<file path="src/rtl/regs_param.sv">
//-----------------------------------------------------------------------------
// regs_param
//   Parametrised integer register file for the RISC-V pipeline.
//   Two combinational read ports (ID stage) and one synchronous write port
//   (WB stage). x0 always reads as zero.
//
//   The storage array has no reset. After rst_n is released, an init
//   sequencer clears one register per clock. 'ready' stays low until all
//   NREG registers are cleared. While 'ready' is low, both read ports return
//   zero and external writes are ignored.
//
//   Optional feature, enabled by defining the macro REGS_BYPASS_EN:
//     A write in the READY state is forwarded to a read port that addresses
//     the same non-zero register in the same cycle. Without the macro, the
//     written value becomes visible from the next cycle.
//
// Parameters
//   XLEN  data width in bits
//   AW    register index width; NREG = 1 << AW (derived, not overridable)
//
// Ports
//   clk     in   1     clock, rising edge
//   rst_n   in   1     asynchronous reset, active-low
//   rs1     in   AW    read index A
//   rs2     in   AW    read index B
//   rd      in   AW    write index
//   wb      in   XLEN  write-back data
//   RegWen  in   1     write enable
//   dataA   out  XLEN  read data A (combinational)
//   dataB   out  XLEN  read data B (combinational)
//   ready   out  1     1 = initialisation done, file usable
//-----------------------------------------------------------------------------
module regs_param #(
   parameter int XLEN = 32,
   parameter int AW   = 5
) (
   input  logic            clk,
   input  logic            rst_n,
   input  logic [AW-1:0]   rs1,
   input  logic [AW-1:0]   rs2,
   input  logic [AW-1:0]   rd,
   input  logic [XLEN-1:0] wb,
   input  logic            RegWen,
   output logic [XLEN-1:0] dataA,
   output logic [XLEN-1:0] dataB,
   output logic            ready
);

   localparam int          NREG     = 1 << AW;
   localparam logic [AW-1:0] LAST_IDX = AW'(NREG - 1);

   typedef enum logic {
      ST_INIT  = 1'b0,
      ST_READY = 1'b1
   } state_t;

   state_t          state, state_nxt;
   logic [AW-1:0]   init_cnt;

   logic            mem_we;
   logic [AW-1:0]   mem_waddr;
   logic [XLEN-1:0] mem_wdata;

   logic [XLEN-1:0] mem [NREG];

   //--------------------------------------------------------------------------
   // State register and init counter
   //--------------------------------------------------------------------------
   // NOTE: sequential state uses non-blocking (<=) so every flop samples
   // pre-edge values; blocking here would create order-dependent races.
   always_ff @(posedge clk or negedge rst_n) begin
      if (!rst_n) begin
         state    <= ST_INIT;
         init_cnt <= '0;
      end else begin
         state <= state_nxt;
         if (state == ST_INIT)
            init_cnt <= init_cnt + AW'(1);
      end
   end

   //--------------------------------------------------------------------------
   // Next-state logic: INIT -> READY once the last register is being cleared
   //--------------------------------------------------------------------------
   // NOTE: every combinational output gets a default first, so no path
   // leaves it unassigned and no latch is inferred.
   always_comb begin
      state_nxt = state;
      case (state)
         ST_INIT:  if (init_cnt == LAST_IDX) state_nxt = ST_READY;
         ST_READY: state_nxt = ST_READY;
         default:  state_nxt = ST_INIT;
      endcase
   end

   //--------------------------------------------------------------------------
   // Output / write-port steering
   //   INIT  : the sequencer owns the write port and ignores RegWen
   //   READY : external writes, except writes to x0
   //--------------------------------------------------------------------------
   always_comb begin
      ready     = 1'b0;
      mem_we    = 1'b0;
      mem_waddr = rd;
      mem_wdata = wb;
      case (state)
         ST_INIT: begin
            mem_we    = 1'b1;
            mem_waddr = init_cnt;
            mem_wdata = '0;
         end
         ST_READY: begin
            ready  = 1'b1;
            mem_we = RegWen && (rd != '0);
         end
         default: ;
      endcase
   end

   //--------------------------------------------------------------------------
   // Storage
   //--------------------------------------------------------------------------
   // NOTE: the array has no reset. It maps onto plain RAM/flops without
   // reset wiring, and the init sequencer provides the clearing instead.
   always_ff @(posedge clk) begin
      if (mem_we)
         mem[mem_waddr] <= mem_wdata;
   end

   //--------------------------------------------------------------------------
   // Read ports: zero while not ready or when addressing x0
   //--------------------------------------------------------------------------
   always_comb begin
      dataA = '0;
      if (ready && (rs1 != '0)) begin
         dataA = mem[rs1];
`ifdef REGS_BYPASS_EN
         if (RegWen && (rd == rs1))
            dataA = wb;
`endif
      end
   end

   always_comb begin
      dataB = '0;
      if (ready && (rs2 != '0)) begin
         dataB = mem[rs2];
`ifdef REGS_BYPASS_EN
         if (RegWen && (rd == rs2))
            dataB = wb;
`endif
      end
   end

endmodule

</file>
<file path="config.mk">
export PLATFORM = sky130hd
export DESIGN_NAME = regs_param
export DESIGN_NICKNAME = d
export VERILOG_FILES = /design/src/rtl/regs_param.sv
export SDC_FILE = /design/constraint.sdc
export NUM_CORES = 1
export LEC_CHECK = 0
export CORE_ASPECT_RATIO = 0.7
export CORE_MARGIN = 4
export CORE_UTILIZATION = 45
export CTS_BUF_LIST = sky130_fd_sc_hd__clkbuf_8 sky130_fd_sc_hd__clkbuf_16
export DETAILED_ROUTE_END_ITERATION = 10
export PLACE_DENSITY = 0.61
export SYNTH_ARGS = -nofsm -noshare
export SYNTH_HDL_FRONTEND = slang
export SYNTH_SLANG_ARGS = --single-unit
</file>
<file path="constraint.sdc">
create_clock -name clk -period 3.9 [get_ports clk]
set_input_delay 0.78 -clock clk [delete_from_list [all_inputs] [get_ports clk]]
set_output_delay 0.78 -clock clk [all_outputs]
set_load 0.005 [all_outputs]
</file>
Fig. 1: signal metal coverage by tile
(1 px per um) 40 x 28 tiles, from white (low) to dark blue (high), scaled to the fullest tile. Values are wire area over tile area, all layers added.
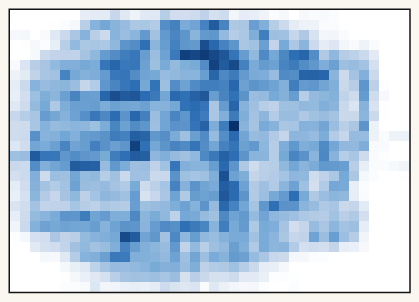
fullest tile: 0.70
mean over tiles: 0.25
tiles over half the peak: 30%
nearly empty tiles: 16%
Overall Global Routing Usage: 29.0%
total vias in the final route: 31,400
WL/cell: 35.4 um

Fig. 2: clock network drawn from the DEF
(1 px per um)
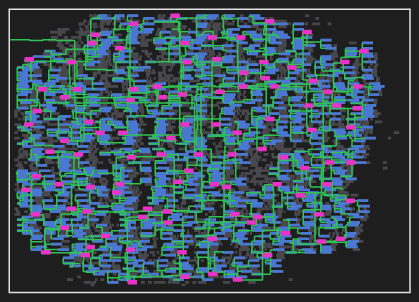
[green] clock wires | length: 12,500 um
[magenta] cells driving clock nets | count: 102
[blue] flip-flops | count: 1,030
flops lie: spread over the die
routed clock nets: 103
clock group share of total power: 40.3%
Worst Clk Skew: 29.6 ps
Latency at later pin: 710 ps
Clock Power: 0.00993 W

Fig. 3: nets reached from selected ports
(1 px per um)
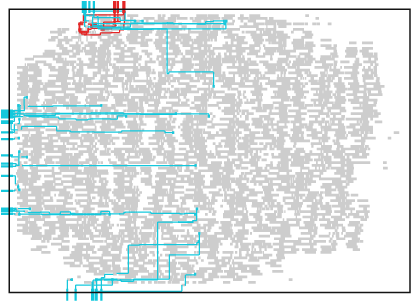
[red] rd | bits: 5 | direction: input | end cells: 12 | wire: 310 um
[cyan] wb | bits: 32 | direction: input | end cells: 32 | wire: 2,870 um
Buffers on Ports: 114
Top-Level Pins: 115

==> results_dict.tcl <==
# implementation run metrics
set metrics [dict create \
    fin_cells 4658 \
    number_of_buffers_created_by_cts 102 \
    violations "setup timing" \
    edf_count 1024 \
    worstPathCellList "clkdlybuf4s50_1 -> buf_4 -> nand2_1 -> nor2_4 -> buf_12 -> nand3_1 -> nand4_1 -> buf_4 -> clkdlybuf4s50_1" \
    mostFrequentLayoutCells "sky130_fd_sc_hd__edfxtp_1 (1,024), sky130_fd_sc_hd__mux2i_1 (516), sky130_fd_sc_hd__a22oi_1 (253), sky130_fd_sc_hd__mux4_2 (246), sky130_fd_sc_hd__buf_4 (154)" \
    grt.met1_usage_pct 42.1 \
    vias_per_cell 6.74 \
    crit_path_end_kind "primary output" \
    firstDrtPassIters 6 \
    synth.most_common_cell "sky130_fd_sc_hd__edfxtp_1" \
    cts-htree-levels 3 \
    netlist-cell-type-count 42 \
    ff_type "sky130_fd_sc_hd__edfxtp_1" \
    cell_count_after_placement 4464 \
    grt_use_met3_pct 7.91 \
    detailed_place.area_sq_um 53800 \
    finalHoldViolCount 0 \
    cell_type_of_the_slowest_stage_on_the_worst_timing_path "sky130_fd_sc_hd__clkdlybuf4s50_1" \
    sequential_cell_area_sq_um 30900 \
    post-dp-hpwl_mm 105 \
    synth_chip_area_sq_um 48200 \
    critPathLaunchType "input port" \
    layout_cells_sized_above_1_pct 23.4 \
    coreArea_sq_um 106000 \
    critPathTopFamily "buffers and inverters" \
    synth.avg_cell_area_sq_um 16.8 \
    setup_violations 1 \
    maxSlewViolCount 0 \
    synth.cells.most_frequent "sky130_fd_sc_hd__edfxtp_1 (1,024), sky130_fd_sc_hd__mux2i_1 (516), sky130_fd_sc_hd__a22oi_1 (256)" \
    final_common_cell "sky130_fd_sc_hd__edfxtp_1" \
    comb_power_w 0.00248 \
    detail_route.drc_violations 0 \
    fp_nets 2929 \
    first_iter_violations 4710 \
    tightest_slew_ps 1230 \
    place_ws_ps -106 \
    final_core_utilization_pct 53.9 \
    width_of_the_chip_um 399 \
    grt.met2_usage_pct 42.9 \
    postSynthRegisterBits 1030 \
    holdCritPathClass "input port to async pin" \
    final_min_period_over_clock_period_pct 100 \
    max-slew-margin-rel_pct 18.0 \
    design.final.nets 3196 \
    power_switching_w 0.00578 \
    run_status "finished, violations left" \
    worstPathArrival_ps 3120 \
    cts.path.max_buffers 3 \
    gp_congestion 0.892 \
    synth.yosys.seq_area_share_pct 64.1 \
    power.largest_group "sequential cells" \
    timing_worst_setup_path_type "input port to primary output" \
    power.share.sequential_pct 49.6 \
    synth_cells 2877 \
    yosys.area.top_type "sky130_fd_sc_hd__edfxtp_1" \
    die-area_sq_um 112000 \
    p_int_w 0.0188 \
    busiest_layer "met2" \
    grt_start_max_net_pins 39 \
    wl_mm 165 \
    fin_crit_ps 3900 \
    num_rows 100 \
    cp_data_required_time_ps 3120 \
    share_comb_of_total_power_pct 10.1 \
    cts_tree "yes" \
    post_route_worst_setup_slack_ps -0.581 \
    ys_warns 0 \
    nFillCells 8201 \
    power.sequential.total_w 0.0122 \
    detail-route-antenna-nets 0 \
    vias_in_the_first_global_route 30800 \
    finalSetupTns_ps -0.581 \
    worst_setup_hold_path_clk_slew_ps 60 \
    synth_stat.cells 2877 \
    cts_hold_fix_bufs 0 \
    power_density_nw_per_um2 430 \
    number_of_antenna_violations_at_the_first_check_in_global_routing 7 \
    unrepaired_setup_endpoints_after_global_routing "false" \
    slowest_delay_ps 560 \
    global_route.overflow_total 0 \
    max_cap_viol_count 0 \
    finish.instance_area_sq_um 57300 \
    cts.sinks 1030 \
    vdd.ir_drop.worst_mv 0.365 \
    synth_async_sr_flop_share_pct 0.583 \
    crit_path_max_fanout 13 \
]
-- cell type report --
cell class	count	area share, %
inverters	3	0.0197
clock buffers	103	4.50
multi-input cells	1614	28.7
repair buffers	393	8.45
diodes	1	0.00437
well taps	1428	3.12
flip-flops and latches	1030	53.9
clock inverters	86	1.30
-- logic make-up after synthesis --
kind of cell	Yosys count	share of synthesized area, %
fa+ha+maj	2	0.0519
simple gates	440	4.80
xor+xnor	3	0.0545
compound gates	396	5.61
flops	1030	64.1
mux	773	22.7
buf+inv	233	2.65
-- worst register-to-register path, stage by stage (launching register included) --
cell                      delay, ps
sky130_fd_sc_hd__dfrtp_2        480
sky130_fd_sc_hd__buf_4          360
sky130_fd_sc_hd__buf_4          400
sky130_fd_sc_hd__nand3_1        110
sky130_fd_sc_hd__o21ai_0        120
sky130_fd_sc_hd__nand2_1        550
sky130_fd_sc_hd__nor2_4         340
sky130_fd_sc_hd__buf_4          410
-- sequential cells by signal, indices dropped and copies added, names as in the netlist --
register,flops
mem,1024
init_cnt,5
state,1
-- per-layer routing --
layer  wire (um)  share of wire [%]  vias up
li1            -                  -    12500
met1       66400                 40    16400
met2       72200                 44     2204
met3       20500                 12      356
met4        5610                3.4        8
met5          47              0.029        -
-- path summary, 6_finish.rpt --
kind | from | end | slack, ps | depth (start not counted)
worst max-delay path | rs1[4] | dataA[30] | -0.6 | 9
worst min-delay path | rst_n | init_cnt[0] | 310 | 1
worst max register to register | state | mem[23][18] | 730 | 7
worst min register to register | init_cnt[2] | init_cnt[2] | 500 | 1
max in group asynchronous | rst_n | state | 3360 | 1
min in group clk | init_cnt[2] | init_cnt[2] | 500 | 1
-- repair_timing --
action	4_1_cts	5_1_grt
setup buffers	3	0
cloned	1	1
setup endpoints to repair	18	13
pin swaps	5	6
gates resized	9	12
Power figures rest on the tool's default switching activity, not on a simulated workload.
